==> run_1/met1.png <==
(6 px per um) Supply wires on this layer in grey.
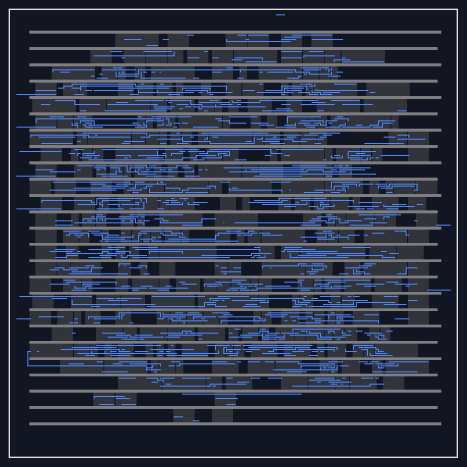
==> run_1/met2.png <==
(6 px per um)
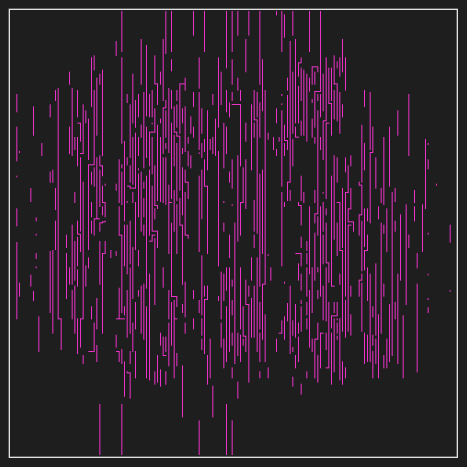
==> run_1/met3.png <==
(8 px per um)
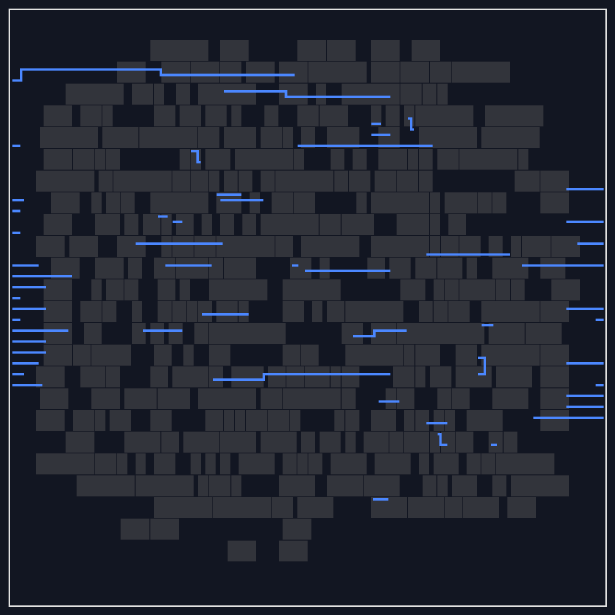
===== src/rtl/code_to_number_parser_pkg.sv =====
// Shared ASCII constants, parser state encoding and byte-class helpers
// used by the code-to-number parser and its character classifier.
package code_to_number_parser_pkg;

  localparam logic [7:0] ASCII_ZERO  = 8'h30;
  localparam logic [7:0] ASCII_NINE  = 8'h39;
  localparam logic [7:0] ASCII_SPACE = 8'h20;
  localparam logic [7:0] ASCII_CR    = 8'h0D;

  typedef enum logic [1:0] {
    IDLE  = 2'b00,
    ACCUM = 2'b01,
    HOLD  = 2'b10,
    SKIP  = 2'b11
  } parser_state_t;

  function automatic logic is_digit_code(input logic [7:0] code);
    return (code >= ASCII_ZERO) && (code <= ASCII_NINE);
  endfunction

  function automatic logic is_term_code(input logic [7:0] code);
    return (code == ASCII_SPACE) || (code == ASCII_CR);
  endfunction

endpackage


===== src/rtl/code_to_number_parser_code_to_digit.sv =====
// Combinational byte classifier: flags decimal digits and field separators
// and extracts the digit value (zero for non-digits).
module code_to_digit
  import code_to_number_parser_pkg::*;
(
  input  logic [7:0] code,
  output logic       is_digit,
  output logic       is_term,
  output logic [3:0] value
);

  // Classify the byte; the low nibble of '0'..'9' is the digit value.
  always_comb begin
    is_digit = 1'b0;
    is_term  = 1'b0;
    value    = 4'd0;
    if (is_digit_code(code)) begin
      is_digit = 1'b1;
      value    = code[3:0];
    end else begin
      is_digit = 1'b0;
      value    = 4'd0;
    end
    if (is_term_code(code)) begin
      is_term = 1'b1;
    end else begin
      is_term = 1'b0;
    end
  end

endmodule


===== src/rtl/code_to_number_parser.sv =====
// Parses an ASCII byte stream into decimal fields, presenting each field's
// binary value, BCD digits and digit count over a valid/ack handshake.
module code_to_number_parser
  import code_to_number_parser_pkg::*;
#(
  parameter int MAX_DIGITS = 4,
  parameter int VAL_W      = 14,
  parameter int CNT_W      = 3
) (
  input  logic                    CLK,
  input  logic                    RSTN,
  input  logic [7:0]              CODE,
  input  logic                    CODE_VALID,
  output logic                    CODE_READY,
  output logic [VAL_W-1:0]        NUMBER,
  output logic [4*MAX_DIGITS-1:0] DIGITS,
  output logic [CNT_W-1:0]        DIGIT_COUNT,
  output logic                    NUM_VALID,
  input  logic                    NUM_ACK,
  output logic                    ERROR
);

  parser_state_t           state_r;
  logic [VAL_W-1:0]        number_r;
  logic [4*MAX_DIGITS-1:0] digits_r;
  logic [CNT_W-1:0]        count_r;
  logic                    num_valid_r;
  logic                    error_r;

  logic                    is_digit_s;
  logic                    is_term_s;
  logic [3:0]              value_s;
  logic                    acc_s;
  logic                    count_full_s;
  logic [VAL_W-1:0]        next_number_s;
  logic [4*MAX_DIGITS-1:0] next_digits_s;
  logic [VAL_W-1:0]        first_number_s;
  logic [4*MAX_DIGITS-1:0] first_digits_s;

  // Shift-and-add times ten; parameter constraints rule out overflow.
  function automatic logic [VAL_W-1:0] mul10_add(input logic [VAL_W-1:0] n,
                                                 input logic [3:0]       d);
    return (n << 3) + (n << 1) + {{(VAL_W-4){1'b0}}, d};
  endfunction

  code_to_digit u_code_to_digit (
    .code     (CODE),
    .is_digit (is_digit_s),
    .is_term  (is_term_s),
    .value    (value_s)
  );

  assign CODE_READY = (state_r != HOLD);
  assign acc_s      = CODE_VALID & CODE_READY;

  // Candidate accumulator values for the current byte.
  always_comb begin
    next_number_s  = mul10_add(number_r, value_s);
    next_digits_s  = {digits_r[4*MAX_DIGITS-5:0], value_s};
    first_number_s = {{(VAL_W-4){1'b0}}, value_s};
    first_digits_s = {{(4*MAX_DIGITS-4){1'b0}}, value_s};
    count_full_s   = (count_r >= CNT_W'(MAX_DIGITS));
  end

  // Parser FSM with accumulator, result handshake and error pulse.
  always_ff @(posedge CLK) begin
    if (!RSTN) begin
      state_r     <= IDLE;
      number_r    <= {VAL_W{1'b0}};
      digits_r    <= {(4*MAX_DIGITS){1'b0}};
      count_r     <= {CNT_W{1'b0}};
      num_valid_r <= 1'b0;
      error_r     <= 1'b0;
    end else begin
      error_r <= 1'b0;
      case (state_r)
        IDLE: begin
          if (acc_s) begin
            if (is_digit_s) begin
              number_r <= first_number_s;
              digits_r <= first_digits_s;
              count_r  <= CNT_W'(1);
              state_r  <= ACCUM;
            end else if (is_term_s) begin
              state_r <= IDLE;
            end else begin
              error_r <= 1'b1;
              state_r <= SKIP;
            end
          end
        end
        ACCUM: begin
          if (acc_s) begin
            if (is_digit_s && !count_full_s) begin
              number_r <= next_number_s;
              digits_r <= next_digits_s;
              count_r  <= count_r + CNT_W'(1);
            end else if (is_term_s) begin
              num_valid_r <= 1'b1;
              state_r     <= HOLD;
            end else begin
              // Overflow digit or illegal byte: discard the rest of the field.
              error_r <= 1'b1;
              state_r <= SKIP;
            end
          end
        end
        HOLD: begin
          if (NUM_ACK) begin
            num_valid_r <= 1'b0;
            number_r    <= {VAL_W{1'b0}};
            digits_r    <= {(4*MAX_DIGITS){1'b0}};
            count_r     <= {CNT_W{1'b0}};
            state_r     <= IDLE;
          end
        end
        SKIP: begin
          if (acc_s && is_term_s) begin
            number_r <= {VAL_W{1'b0}};
            digits_r <= {(4*MAX_DIGITS){1'b0}};
            count_r  <= {CNT_W{1'b0}};
            state_r  <= IDLE;
          end
        end
        default: begin
          state_r <= IDLE;
        end
      endcase
    end
  end

  assign NUMBER      = number_r;
  assign DIGITS      = digits_r;
  assign DIGIT_COUNT = count_r;
  assign NUM_VALID   = num_valid_r;
  assign ERROR       = error_r;

endmodule


===== config.mk =====
export PLATFORM = sky130hd
export DESIGN_NAME = code_to_number_parser
export DESIGN_NICKNAME = d
export VERILOG_FILES = /design/src/rtl/code_to_number_parser_pkg.sv /design/src/rtl/code_to_number_parser_code_to_digit.sv /design/src/rtl/code_to_number_parser.sv
export SDC_FILE = /design/constraint.sdc
export NUM_CORES = 1
export LEC_CHECK = 0
export CAP_MARGIN = 15
export CORE_MARGIN = 3
export CORE_UTILIZATION = 50
export CTS_BUF_LIST = sky130_fd_sc_hd__clkbuf_4
export DETAILED_ROUTE_END_ITERATION = 8
export GPL_TIMING_DRIVEN = 0
export PLACE_DENSITY = 0.83
export SYNTH_ARGS = -nofsm -noshare
export SYNTH_HDL_FRONTEND = slang
export SYNTH_SLANG_ARGS = --single-unit

===== constraint.sdc =====
create_clock -name CLK -period 6.8 [get_ports CLK]
set_input_delay 1.36 -clock CLK [delete_from_list [all_inputs] [get_ports CLK]]
set_output_delay 1.36 -clock CLK [all_outputs]
set_load 0.005 [all_outputs]

==> flow_metrics.py, run 1 <==
# Synthesis and PnR figures
metrics = {
    "finish": {
        "layout.buffer.nonclock.area_share_pct": 18.9,
        "area.share.combinational_pct": 51.1,
        "final_util_pct": 66.5,
        "final_layout_size_suffix_gt1_share_pct": 8.84,
        "fin_nets": 364,
        "lay_top_cells": "sky130_fd_sc_hd__clkdlybuf4s50_1, sky130_fd_sc_hd__dfxtp_1, sky130_fd_sc_hd__nand2_1",
        "buffers_excl_clock": 61,
    },
    "routing": {
        "wl_per_cell_um": 15.8,
        "met2_wirelength_mm": 2.95,
        "drc": 0,
    },
    "min_path": {
        "min-delay-start": "DIGITS[13]",
        "holdPathStages": 2,
        "whs_endpoint": "DIGITS[13]",
    },
    "yosys": {
        "postSynth.asyncResetShare_pct": 0,
        "top_cells_by_area": "sky130_fd_sc_hd__dfxtp_1, sky130_fd_sc_hd__ha_1, sky130_fd_sc_hd__a21boi_1",
        "synth.cells.most_frequent": "sky130_fd_sc_hd__dfxtp_1, sky130_fd_sc_hd__nand2_1, sky130_fd_sc_hd__nand3_1, sky130_fd_sc_hd__ha_1, sky130_fd_sc_hd__a21boi_1",
        "cell_total_in_the_yosys_stat_output": 273,
        "synth_xor_xnor_area_share_pct": 2.24,
        "synth.logic.top_family": "simple AND/OR/NAND/NOR gates",
    },
    "global_routing": {
        "pin_count_of_the_biggest_net_entering_global_routing": 12,
        "grt_pass1_wl_mm": 10.0,
        "grt_antenna_before_repair": 0,
    },
    "setup_path": {
        "critPathRequiredTime_ns": 7.08,
        "cells_along_the_critical_path": "clkdlybuf4s50_1 -> o21ai_0 -> and3_1 -> nand2_1 -> fa_1 -> inv_1 -> ha_1 -> a211oi_1 -> nor2_1 -> o21a_1 -> o41ai_1 -> nand4_1 -> o211ai_1",
        "crit_path_end": "NUMBER[9]",
    },
    "placed_design": {
        "place.detailed.instances": 372,
        "gp_routability_congestion": 0.887,
        "pre_cts_ws_ns": 2.06,
    },
    "final_timing": {
        "fin_crit_ns": 4.43,
        "finalSetupViolations": 0,
        "finalWorstSetupSlack_ns": 2.37,
    },
    "floorplan": {
        "num_tap_cells": 52,
    },
    "power": {
        "switching_share_pct": 25.7,
        "clock_power_uw": 157,
        "cell_internal_pwr_uw": 319,
        "p_seq_uw": 217,
    },
    "flow_run": {
        "stage_log_warnings": 26,
        "cap_violations": 0,
    },
    "outcome": {
        "status": "complete, no violations",
    },
    "cts": {
        "cts_max_path_buffers": 2,
        "cts_inserted_buffers": 5,
    },
}
-- met1.png (at the start) --
share of all routed wire: 45%
longest straight run: 26.2 um
wire length on this layer: 2,700 um
met1 global-route usage: 29.1%
final wirelength: 6.02 mm

-- met2.png (at the start) --
nets with wire on the layer: 323
main direction: vertical
vias after detailed routing: 2,261
met2 routing resource usage after global routing: 39.8%

-- met3.png (at the start) --
longest straight run: 17.5 um
main direction: horizontal
wire length on this layer: 275 um
nets with wire on the layer: 48
share of all routed wire: 4.6%
GR Util met3: 5.54%

## run 1: sequential cells by signal (all words and copies together) (netlist names)
name / flops
DIGITS: 15
NUMBER: 14
DIGIT_COUNT: 3
state_r: 2
ERROR: 1
NUM_VALID: 1
## run 1: worst register-to-register path, cell delays in order, from the launching register on
cell,delay (ns)
sky130_fd_sc_hd__dfxtp_1,0.52
sky130_fd_sc_hd__inv_1,0.11
sky130_fd_sc_hd__fa_1,0.58
sky130_fd_sc_hd__inv_1,0.06
sky130_fd_sc_hd__ha_1,0.30
sky130_fd_sc_hd__a211oi_1,0.29
sky130_fd_sc_hd__nor2_1,0.11
sky130_fd_sc_hd__o21a_1,0.20
sky130_fd_sc_hd__o41ai_1,0.43
sky130_fd_sc_hd__nand4_1,0.16
sky130_fd_sc_hd__o211ai_1,0.12
==> run 1 -> run 2 <==
==> constraint.sdc (replaced) <==
create_clock -name CLK -period 4.47 [get_ports CLK]
set_input_delay 0.894 -clock CLK [delete_from_list [all_inputs] [get_ports CLK]]
set_output_delay 0.894 -clock CLK [all_outputs]
set_load 0.005 [all_outputs]
==> run_2/met2.png <==
(6 px per um)
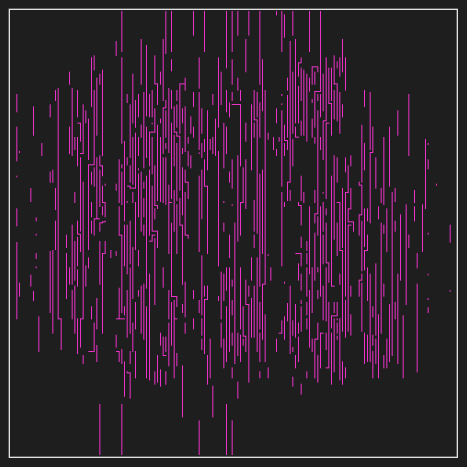
wire length on this layer: 2,950 um
share of all routed wire: 49%
main direction: vertical
longest straight run: 38.4 um

==> run_2/met1.png <==
(6 px per um) Supply wires on this layer in grey.
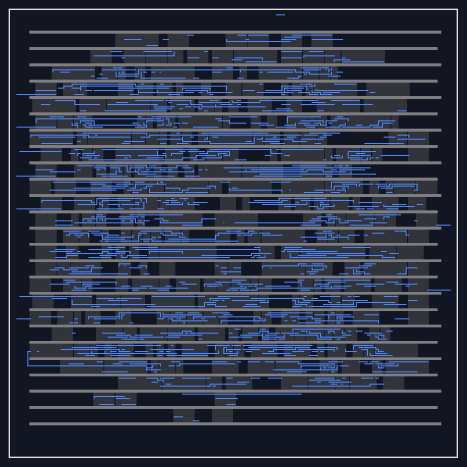
share of all routed wire: 45%
longest straight run: 26.2 um
wire length on this layer: 2,700 um
main direction: horizontal
nets with wire on the layer: 333

==> run 2 against run 1 <==
Against the previous run:
- utilization did not move
- worst hold slack unchanged
- clock skew unchanged
- die size is the same
- register-to-register slack lost 2.3 ns
- synthesized area did not move
- largest cell class unchanged
==> flow_metrics.py, run 2 <==
# Synthesis and PnR figures
metrics = {
    "outcome": {
        "status": "complete, no violations",
    },
    "yosys": {
        "yosys.cell_types.count": 53,
        "synth.avg_cell_area_um2": 8.58,
        "cell_total_in_the_yosys_stat_output": 273,
        "synthMostInstantiatedCell": "sky130_fd_sc_hd__dfxtp_1",
        "postSynth.asyncResetShare_pct": 0,
        "synth.cells.most_frequent": "sky130_fd_sc_hd__dfxtp_1, sky130_fd_sc_hd__nand2_1, sky130_fd_sc_hd__nand3_1, sky130_fd_sc_hd__ha_1, sky130_fd_sc_hd__a21boi_1",
        "top_cells_by_area": "sky130_fd_sc_hd__dfxtp_1, sky130_fd_sc_hd__ha_1, sky130_fd_sc_hd__a21boi_1",
        "synth-seq-cells": 36,
    },
    "min_path": {
        "whs_endpoint": "DIGITS[13]",
        "min-delay-start": "DIGITS[13]",
        "holdPathStages": 2,
    },
    "finish": {
        "final_layout_size_suffix_gt1_share_pct": 8.84,
        "area_growth_pct": 26.3,
        "largest_register_ff_count": 15,
        "lay_top_cells": "sky130_fd_sc_hd__clkdlybuf4s50_1, sky130_fd_sc_hd__dfxtp_1, sky130_fd_sc_hd__nand2_1",
        "final_util_pct": 66.5,
    },
    "setup_path": {
        "critPathRequiredTime_ns": 4.75,
        "worst_r2r_endpoint": "NUMBER[9]",
        "cells_along_the_critical_path": "clkdlybuf4s50_1 -> o21ai_0 -> and3_1 -> nand2_1 -> fa_1 -> inv_1 -> ha_1 -> a211oi_1 -> nor2_1 -> o21a_1 -> o41ai_1 -> nand4_1 -> o211ai_1",
        "critPathMaxFanout": 5,
    },
    "placed_design": {
        "pre_cts_ws_ns": 0.193,
        "place.detailed.instances": 372,
        "place_hpwl_mm": 4.51,
        "gp_routability_congestion": 0.887,
    },
    "power": {
        "p_seq_uw": 329,
        "cell_internal_pwr_uw": 485,
        "clock_power_uw": 239,
    },
    "global_routing": {
        "grt_antenna_before_repair": 0,
        "grt.met1_usage_pct": 29.1,
        "top_usage_layer": "met2",
        "grt_use_met3_pct": 5.54,
        "pin_count_of_the_biggest_net_entering_global_routing": 12,
        "groute.layer.met2.usage_pct": 39.8,
        "grt_pass1_wl_mm": 10.0,
    },
    "flow_run": {
        "cap_violations": 0,
        "stage_log_warnings": 26,
    },
    "routing": {
        "drc": 0,
        "met2_wirelength_mm": 2.95,
        "dr_total_vias": 2261,
        "wirelength_mm": 6.02,
        "wl_per_cell_um": 15.8,
    },
    "cts": {
        "cts_max_path_buffers": 2,
        "cts_inserted_buffers": 5,
    },
    "final_timing": {
        "finalCritPeriodShare_pct": 88.6,
        "max_clock_skew_ns": 0.00647,
        "fin_crit_ns": 3.96,
        "worst_pin_slew_ns": 0.499,
        "finalWorstSetupSlack_ns": 0.509,
        "finalSetupViolations": 0,
    },
}
==> run 2: final cells by class <==
| class | count | area [um^2] |
|---|---|---|
| plain buffers | 14 | 87.6 |
| clock buffers | 6 | 45.0 |
| clock inverters | 2 | 35.0 |
| fillers | 383 | 1490 |
| inverters | 6 | 22.5 |
| multi-input cells | 217 | 1510 |
| flip-flops and latches | 36 | 721 |
| well taps | 52 | 65.1 |
| repair buffers | 47 | 470 |
==> run 2: kinds of logic (layout without fill, tap and decap cells) <==
group,after synthesis,count (layout),synth area share (%)
buffers and inverters,20,75,4.70
AND/OR/NAND/NOR,112,112,24.4
adder cells (fa/ha/maj),25,25,14.0
flip-flops,36,36,30.8
XOR/XNOR,6,6,2.25
AND-OR/OR-AND,69,69,21.5
multiplexers,5,5,2.30
==> run_2/clock_map.png <==
(4 px per um)
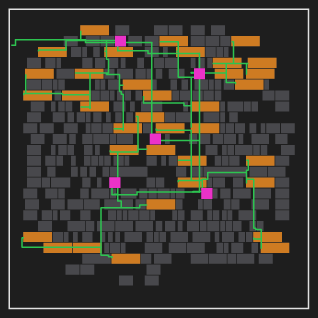

==> run 2 -> run 3 <==
--- a/config.mk
+++ b/config.mk
@@ -5,13 +5,14 @@
 export SDC_FILE = /design/constraint.sdc
 export NUM_CORES = 1
 export LEC_CHECK = 0
+export ABC_AREA = 1
 export CAP_MARGIN = 15
 export CORE_MARGIN = 3
 export CORE_UTILIZATION = 50
 export CTS_BUF_LIST = sky130_fd_sc_hd__clkbuf_4
 export DETAILED_ROUTE_END_ITERATION = 8
 export GPL_TIMING_DRIVEN = 0
-export PLACE_DENSITY = 0.83
+export PLACE_DENSITY = 0.82
 export SYNTH_ARGS = -nofsm -noshare
 export SYNTH_HDL_FRONTEND = slang
 export SYNTH_SLANG_ARGS = --single-unit
==> run_3/clock_map.png <==
(4 px per um)
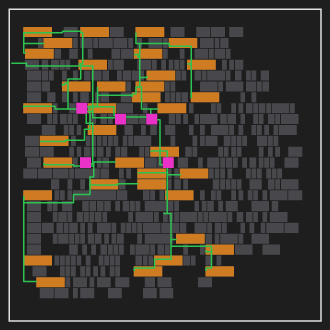
[green] clock wires | length: 423 um
[orange] flip-flops | count: 36
[magenta] cells driving clock nets | count: 5
routed clock nets: 6
clock-net power: 223 uW
proportion of power drawn by the clock network: 29.0%

==> run_3/met3.png <==
(8 px per um)
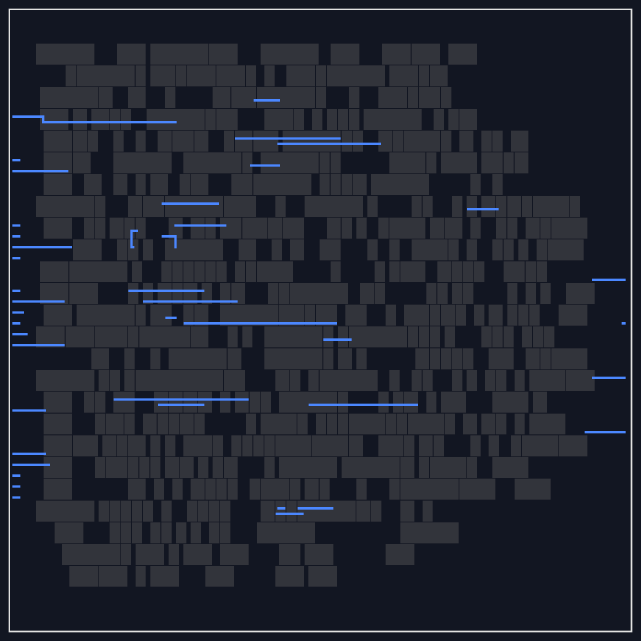
share of all routed wire: 3.6%
main direction: horizontal
wire length on this layer: 223 um

==> run 3 against run 2 <==
Against the previous run:
- final cell count grew 37%
- total power grew 18%
- first-iteration DRC count shrank 41%
- flip-flop count is the same
- setup slack gained 0.21 ns
- non-clock buffer count shrank 2
- maximum frequency grew 5.6%
- cell area grew 8.0%
- critical path type unchanged
- largest power group unchanged
==> flow_metrics.py, run 3 <==
# Synthesis and PnR figures
metrics = {
    "routing": {
        "wl_per_cell_um": 11.8,
        "dr_total_vias": 2633,
    },
    "finish": {
        "design.seq.count": 36,
        "buffers_excl_clock": 59,
        "lay_top_cells": "sky130_fd_sc_hd__nand2_1, sky130_fd_sc_hd__inv_1, sky130_fd_sc_hd__clkdlybuf4s50_1",
        "mi_logic_area_um2": 1560,
        "largest_register_ff_count": 15,
        "regArea_um2": 721,
        "n_fill_cell": 453,
        "area_growth_pct": 24.6,
        "dominant-cell-class": "logic gates",
    },
    "final_timing": {
        "max_clock_skew_ns": 0.00494,
        "finalCritPeriodShare_pct": 83.9,
        "finalSetupViolations": 0,
        "fin_crit_ns": 3.75,
    },
    "setup_path": {
        "cells_along_the_critical_path": "clkdlybuf4s50_1 -> nand2_1 -> inv_1 -> nand2_1 -> nor2_1 -> nand2_1 -> nor2_1 -> inv_1 -> fa_1 -> fa_1 -> inv_1 -> nand3_1 -> nand3_1 -> nand3_1 -> nand2_1 -> nand2_1 -> nand2_1 -> nor2_1 -> nand2_1 -> a21oi_1",
    },
    "outcome": {
        "status": "complete, no violations",
    },
    "power": {
        "switching_share_pct": 31.6,
        "p_seq_uw": 345,
    },
    "min_path": {
        "whs_endpoint": "DIGITS[12]",
    },
    "global_routing": {
        "grt_use_met3_pct": 2.32,
        "grt_pass1_wl_mm": 10.8,
        "pin_count_of_the_biggest_net_entering_global_routing": 12,
    },
    "placed_design": {
        "gp_routability_congestion": 0.899,
    },
    "yosys": {
        "postSynth.asyncResetShare_pct": 0,
        "yosys.cell_types.count": 30,
        "yosys.area_share.simple_pct": 36.3,
        "synth.cellmix.adderShare_pct": 12.8,
    },
    "flow_run": {
        "cap_violations": 0,
    },
}
## run 3: cell count changes after synthesis, moves of 10 or more
cell / delta
sky130_fd_sc_hd__nand2_1: +99
sky130_fd_sc_hd__inv_1: +43
sky130_fd_sc_hd__nor2_1: +32
sky130_fd_sc_hd__a21oi_1: +22
sky130_fd_sc_hd__a21boi_1: -21
sky130_fd_sc_hd__nand3_1: -10
## run 3: through the flow
stage / cells / total power, uW / instance area (um^2) / setup WS (ns) / hold slack, ns
floorplan: 399 / 478 / 2560 / 1.31 / 0.460
global placement: 513 / 545 / 3120 / 0.501 / 0.459
detailed placement: 513 / 548 / 3120 / 0.413 / 0.464
CTS: 521 / 769 / 3190 / 0.738 / 0.480
global route: 521 / 809 / 3190 / 0.424 / 0.511
finish: 521 / 768 / 3190 / 0.719 / 0.474

==> screenshots <==
Routing congestion.
Plate I
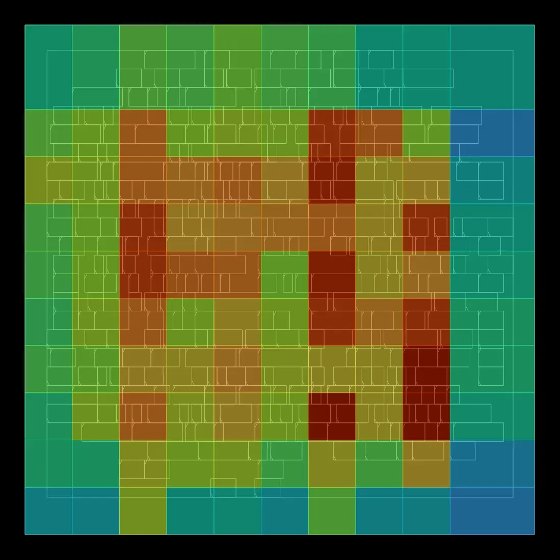
Plate II
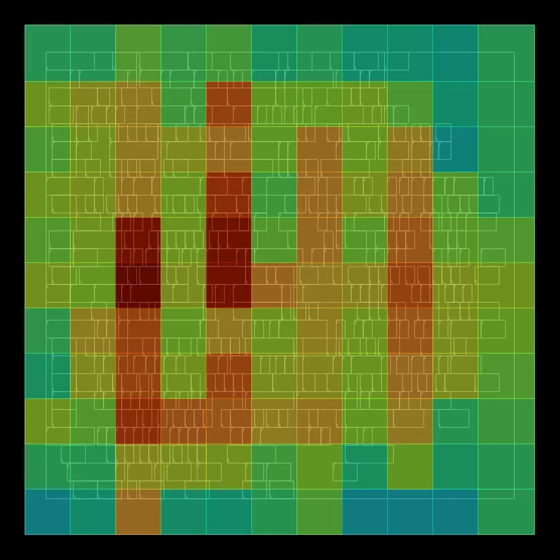
Plate II -> run 3
Plate I -> run 2
- most wire per cell: Plate I

Power figures rest on the tool's default switching activity, not on a simulated workload.
